File: src/rtl/pwm_pkg.sv
`default_nettype none
// ============================================================================
// Module   : pwm_pkg
// Purpose  : Shared constants and state encoding for the PWM output stage
// Revision : 1.0
// ============================================================================
package pwm_pkg;

    localparam int c_RATIO_W = 8;

    // Last value of the period counter; a period is 0..254, i.e. 255 ticks
    localparam logic [c_RATIO_W-1:0] PWM_PERIOD_MAX = 8'd254;

    typedef logic [1:0] pwm_state_t;

    localparam pwm_state_t c_ST_OFF  = 2'd0;
    localparam pwm_state_t c_ST_RUN  = 2'd1;
    localparam pwm_state_t c_ST_DEAD = 2'd2;

endpackage
`default_nettype wire

File: src/rtl/pwm_tick_gen.sv
`default_nettype none
// ============================================================================
// Module   : pwm_tick_gen
// Purpose  : CLK_DIV prescaler producing a single-cycle PWM tick
// Revision : 1.0
// ============================================================================
module pwm_tick_gen #(
    parameter int CLK_DIV = 16
) (
    input  logic clock,
    input  logic reset,
    input  logic i_count_en,
    output logic o_tick
);

    localparam logic [15:0] c_DIV_LAST = 16'(CLK_DIV - 1);

    logic [15:0] r_presc;

    // Held at zero while idle so a fresh start always gets a full first tick
    always_ff @(posedge clock or posedge reset) begin
        if (reset) begin
            r_presc <= '0;
        end else if (!i_count_en || (r_presc == c_DIV_LAST)) begin
            r_presc <= '0;
        end else begin
            r_presc <= r_presc + 16'd1;
        end
    end

    assign o_tick = i_count_en && (r_presc == c_DIV_LAST);

endmodule
`default_nettype wire

File: src/rtl/pwm_driver.sv
`default_nettype none
// ============================================================================
// Module   : pwm_driver
// Purpose  : 255-tick PWM output stage with period-aligned updates and
//            H-bridge dead-time before direction reversal
// Revision : 1.0
// ============================================================================
module pwm_driver
    import pwm_pkg::*;
#(
    parameter int CLK_DIV      = 16,
    parameter int DEAD_PERIODS = 2
) (
    input  logic       clock,
    input  logic       reset,
    input  logic       pwm_enable,
    input  logic       pwm_update,
    input  logic [7:0] pwm_ratio,
    input  logic       pwm_direction,
    output logic       pwm_done,
    output logic       pwm_out,
    output logic       dir_out,
    output logic       pwm_busy
);

    localparam logic [7:0] c_DEAD_INIT = 8'(DEAD_PERIODS);
    localparam bit         c_HAS_DEAD  = (DEAD_PERIODS != 0);

    pwm_state_t           r_state;
    logic [c_RATIO_W-1:0] r_cnt;
    logic [c_RATIO_W-1:0] r_ratio_act;
    logic                 r_dir_act;
    logic [c_RATIO_W-1:0] r_shadow_ratio;
    logic                 r_shadow_dir;
    logic                 r_pending;
    logic [7:0]           r_dead_cnt;
    logic                 r_pwm_out;
    logic                 r_done;

    pwm_state_t           w_state_nxt;
    logic [c_RATIO_W-1:0] w_cnt_nxt;
    logic [c_RATIO_W-1:0] w_ratio_nxt;
    logic                 w_dir_nxt;
    logic [7:0]           w_dead_nxt;
    logic                 w_pending_nxt;
    logic                 w_apply;
    logic                 w_take;
    logic                 w_count_en;
    logic                 w_tick;
    logic                 w_boundary;
    logic                 w_req_pend;
    logic [c_RATIO_W-1:0] w_req_ratio;
    logic                 w_req_dir;

    assign w_count_en = pwm_enable && (r_state != c_ST_OFF);

    pwm_tick_gen #(
        .CLK_DIV (CLK_DIV)
    ) u_tick_gen (
        .clock      (clock),
        .reset      (reset),
        .i_count_en (w_count_en),
        .o_tick     (w_tick)
    );

    assign w_boundary = w_tick && (r_cnt == PWM_PERIOD_MAX);

    // An update landing on the boundary edge bypasses the shadow register
    assign w_req_pend  = r_pending | pwm_update;
    assign w_req_ratio = pwm_update ? pwm_ratio     : r_shadow_ratio;
    assign w_req_dir   = pwm_update ? pwm_direction : r_shadow_dir;

    always_comb begin
        w_state_nxt   = r_state;
        w_cnt_nxt     = r_cnt;
        w_ratio_nxt   = r_ratio_act;
        w_dir_nxt     = r_dir_act;
        w_dead_nxt    = r_dead_cnt;
        w_pending_nxt = r_pending | pwm_update;
        w_apply       = 1'b0;
        w_take        = 1'b0;

        case (r_state)
            c_ST_OFF: begin
                w_cnt_nxt = '0;
                if (r_pending) begin
                    w_ratio_nxt   = r_shadow_ratio;
                    w_dir_nxt     = r_shadow_dir;
                    w_apply       = 1'b1;
                    w_pending_nxt = pwm_update;
                end
                if (pwm_enable) begin
                    w_state_nxt = c_ST_RUN;
                end
            end

            c_ST_RUN, c_ST_DEAD: begin
                if (!pwm_enable) begin
                    w_state_nxt = c_ST_OFF;
                    w_cnt_nxt   = '0;
                    w_dead_nxt  = '0;
                end else begin
                    if (w_tick) begin
                        w_cnt_nxt = w_boundary ? '0 : r_cnt + 8'd1;
                    end
                    if (w_boundary && (r_state == c_ST_RUN) && w_req_pend) begin
                        if (c_HAS_DEAD && (w_req_dir != r_dir_act)) begin
                            w_state_nxt = c_ST_DEAD;
                            w_dead_nxt  = c_DEAD_INIT;
                        end else begin
                            w_take = 1'b1;
                        end
                    end
                    // Dead-time runs to completion even if the final request no longer reverses
                    if (w_boundary && (r_state == c_ST_DEAD)) begin
                        if (r_dead_cnt <= 8'd1) begin
                            w_take      = 1'b1;
                            w_state_nxt = c_ST_RUN;
                            w_dead_nxt  = '0;
                        end else begin
                            w_dead_nxt = r_dead_cnt - 8'd1;
                        end
                    end
                    if (w_take) begin
                        w_ratio_nxt   = w_req_ratio;
                        w_dir_nxt     = w_req_dir;
                        w_apply       = 1'b1;
                        w_pending_nxt = 1'b0;
                    end
                end
            end

            default: begin
                w_state_nxt = c_ST_OFF;
                w_cnt_nxt   = '0;
            end
        endcase
    end

    always_ff @(posedge clock or posedge reset) begin
        if (reset) begin
            r_state        <= c_ST_OFF;
            r_cnt          <= '0;
            r_ratio_act    <= '0;
            r_dir_act      <= 1'b0;
            r_shadow_ratio <= '0;
            r_shadow_dir   <= 1'b0;
            r_pending      <= 1'b0;
            r_dead_cnt     <= '0;
            r_pwm_out      <= 1'b0;
            r_done         <= 1'b0;
        end else begin
            r_state     <= w_state_nxt;
            r_cnt       <= w_cnt_nxt;
            r_ratio_act <= w_ratio_nxt;
            r_dir_act   <= w_dir_nxt;
            r_pending   <= w_pending_nxt;
            r_dead_cnt  <= w_dead_nxt;
            if (pwm_update) begin
                r_shadow_ratio <= pwm_ratio;
                r_shadow_dir   <= pwm_direction;
            end
            // Computed from next-state values so the waveform tracks the counter it is registered with
            r_pwm_out <= (w_state_nxt == c_ST_RUN) && (w_cnt_nxt < w_ratio_nxt);
            r_done    <= w_apply;
        end
    end

    assign pwm_out  = r_pwm_out;
    assign dir_out  = r_dir_act;
    assign pwm_done = r_done;
    assign pwm_busy = r_pending | (r_state == c_ST_DEAD);

endmodule
`default_nettype wire

File: config.mk
export PLATFORM = sky130hd
export DESIGN_NAME = pwm_driver
export DESIGN_NICKNAME = d
export VERILOG_FILES = /design/src/rtl/pwm_pkg.sv /design/src/rtl/pwm_tick_gen.sv /design/src/rtl/pwm_driver.sv
export SDC_FILE = /design/constraint.sdc
export NUM_CORES = 1
export LEC_CHECK = 0
export CORE_MARGIN = 5
export CORE_UTILIZATION = 45
export CTS_CLUSTER_DIAMETER = 150
export DETAILED_ROUTE_END_ITERATION = 10
export PLACE_DENSITY = 0.75
export SETUP_SLACK_MARGIN = 0.15
export SLEW_MARGIN = 25
export SYNTH_ARGS = -nofsm -noshare
export SYNTH_HDL_FRONTEND = slang
export SYNTH_SLANG_ARGS = --single-unit
File: constraint.sdc
create_clock -name clock -period 10.62 [get_ports clock]
set_input_delay 2.124 -clock clock [delete_from_list [all_inputs] [get_ports clock]]
set_output_delay 2.124 -clock clock [all_outputs]
set_load 0.005 [all_outputs]
Figure 1. The clock network.
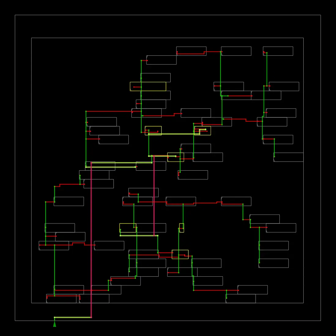
clock sink count: 55
number of buffers inserted during clock tree synthesis: 5
clock buf count: 6
Clk. pwr: 135 uW
count of sequential standard cells: 55

==> summary.log <==
INFO  floorplanning  coreArea=6830um^2
INFO  sta            worst_pin_slew=0.804ns
INFO  global_route   gr-usage-all-layers=15.7%
INFO  final_layout   regArea=1380um^2
INFO  setup_path     crit_path_start_kind=primary input
INFO  synthesis      most_numerous_cell_types_in_the_synthesized_netlist=55 x dfrtp_1, 44 x nor2_1, 31 x o21ai_0
INFO  sta            final_max_slew_viol_count=0
INFO  cts            cts_hold_repair.buffers=0
INFO  setup_path     worst-path-buf-inv=1
INFO  global_route   global_route.peak_usage_layer=met2
INFO  final_layout   clk_share=2.91%
INFO  drt            met2RoutedLength=3010um
INFO  floorplanning  rows=30
INFO  floorplanning  initial_utilization=46.6%
INFO  sta            fin_skew=0.0103ns
INFO  setup_path     critical_path.slowest_cell=clkdlybuf4s50_1
INFO  final_layout   multi_input_gate_share_of_total_cell_area=47.7%
INFO  cts            post-cts-setup-buffer-count=0
INFO  sta            setup_viol_count_final=0
INFO  sta            max_clock_freq=0.169GHz
INFO  final_layout   non_clock_inverter_count=21
INFO  synthesis      synth_dominant_cell_count=dfrtp_1
INFO  synthesis      synthCells=348
INFO  global_route   use_met3=2.96%
INFO  synthesis      yosys.area.top_type_share=43.3%
INFO  sta            count_of_final_hold_check_violations=0
INFO  final_layout   num_antenna_cells=0
INFO  drt            antenna_left=0
INFO  synthesis      mappedNetlistNets=377
INFO  floorplanning  die_width=94.1um
INFO  floorplanning  num_tap_cells=96
INFO  final_layout   postLayoutCellArea=3530um^2
INFO  final_layout   layout.buffer.nonclock.area_share=4.76%
INFO  synthesis      synth.cellmix.simpleShare=20.4%
INFO  global_route   grt_pass1_wl=11,100um
INFO  sta            final_setup_tns=0ns
INFO  drt            post_drt_via_cell_ratio=5.56
INFO  setup_path     worst_ep_required_time=10.87ns
INFO  synthesis      postSynthSeqShare=43.3%
INFO  placement      dpl.cell_count=449
INFO  global_route   maximum_number_of_pins_on_one_net_before_global_route_repair=56
INFO  job            cap_violations=0
INFO  placement      port_buffers=16
INFO  run_status     outcome=finished, final reports clean
INFO  cts            clock_tree.htree_level_count=2
INFO  setup_path     crit_path_end_kind=flop
INFO  power          power.density_cell_area=175nW/um^2
INFO  drt            drt_pass1_iterations=4
INFO  sta            grt_setup_unrepaired=false
INFO  power          power.leakage=0.00153uW
INFO  floorplanning  boundaryPins=17
INFO  synthesis      synth_area_leader_cell=dfrtp_1
INFO  sta            finalWorstPathRequiredPeriod=5.90ns
INFO  global_route   met1_track_demand_over_resource_in_global_routing=20.7%
INFO  final_layout   layout.area.top_class=logic gates
INFO  drt            via_count=2,537
INFO  final_layout   post_route_cells_drive_above_1_share=6.11%
INFO  final_layout   layout.nets=389
INFO  placement      placed_standard_cell_area=3420um^2
INFO  synthesis      yosys-stat-area=3180um^2
INFO  floorplanning  die_height=94.1um
INFO  setup_path     worstPathArrival=6.15ns
INFO  synthesis      netlist-cell-type-count=44
INFO  final_layout   nMultiInputCombCells=260
INFO  synthesis      synth_area_per_cell=9.14um^2
INFO  drt            totalWireLength=6400um
INFO  sta            fin_worst_hold_slack=0.467ns
INFO  setup_path     crit_path_max_fanout=19
INFO  setup_path     worst_path_most_repeated_cell=a21oi_1
INFO  cts            cts_repair_resize_count=0
INFO  final_layout   final_cell_count_no_fill=456
INFO  synthesis      synthesis.yosys.warnings=0
INFO  synthesis      flop_cell=dfrtp_1
Figure 2. Clock network drawn from the DEF.
Bar = 20 um.
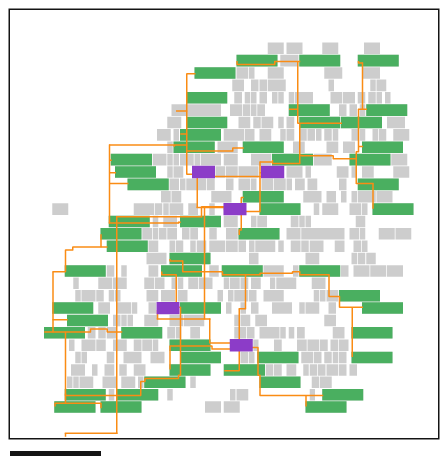
[orange] clock wires | length: 700 um
[purple] clock-net drivers | count: 5
[green] flip-flops | count: 55
routed clock nets	6
flops lie	spread over the die

registers in the layout, summed over array words and instances, names as in the netlist:
name,cells
r_shadow_ratio,8
r_cnt,8
r_state,2
r_shadow_dir,1
r_ratio_act,8
pwm_done,1
u_tick_gen.r_presc,16
pwm_out,1
r_dead_cnt,8
r_pending,1
dir_out,1
metrics by stage:
stage | power [uW] | worst slack, ns
after floorplan | 420 | 5.67
after global placement | 473 | 4.62
after detailed placement | 484 | 4.37
after CTS | 621 | 4.72
after global routing | 662 | 4.34
final | 615 | 4.72
layout by cell type (no fill, tap or decap), drive strengths merged, types with 3 or more instances in the layout:
master / instances
o21a: 7
dfrtp: 55
or4: 5
mux2: 9
or2: 3
inv: 21
and3: 6
nand3: 8
o21ai: 31
mux2i: 3
o31ai: 4
nand2: 22
or3: 5
a21o: 3
ha: 16
nor3: 10
xor2: 10
a31oi: 3
nor4: 4
nor2: 44
nand4: 9
clkdlybuf4s50: 16
nand2b: 5
a22oi: 9
clkbuf: 6
xnor2: 10
a21oi: 14
path summary, 6_finish.rpt:
kind                                  startpoint                     to  slack, ns  cells past startpoint
max                                   pwm_update                pwm_out       4.72                     12
min                        u_tick_gen.r_presc[0]  u_tick_gen.r_presc[0]       0.47                      1
max reg2reg                u_tick_gen.r_presc[4]                pwm_out       6.52                     11
min reg2reg                u_tick_gen.r_presc[0]  u_tick_gen.r_presc[0]       0.47                      1
max in group asynchronous                  reset               r_cnt[5]       7.84                      3
min in group asynchronous                  reset          r_dead_cnt[1]       2.31                      3
where the power goes:
| group | switching, uW | internal, uW |
|---|---|---|
| clock | 65.8 | 69.3 |
| sequential | 24.7 | 238 |
| combinational | 124 | 94.0 |
| total | 214 | 401 |
No activity file was given, so power comes from the tool's default toggle rates.
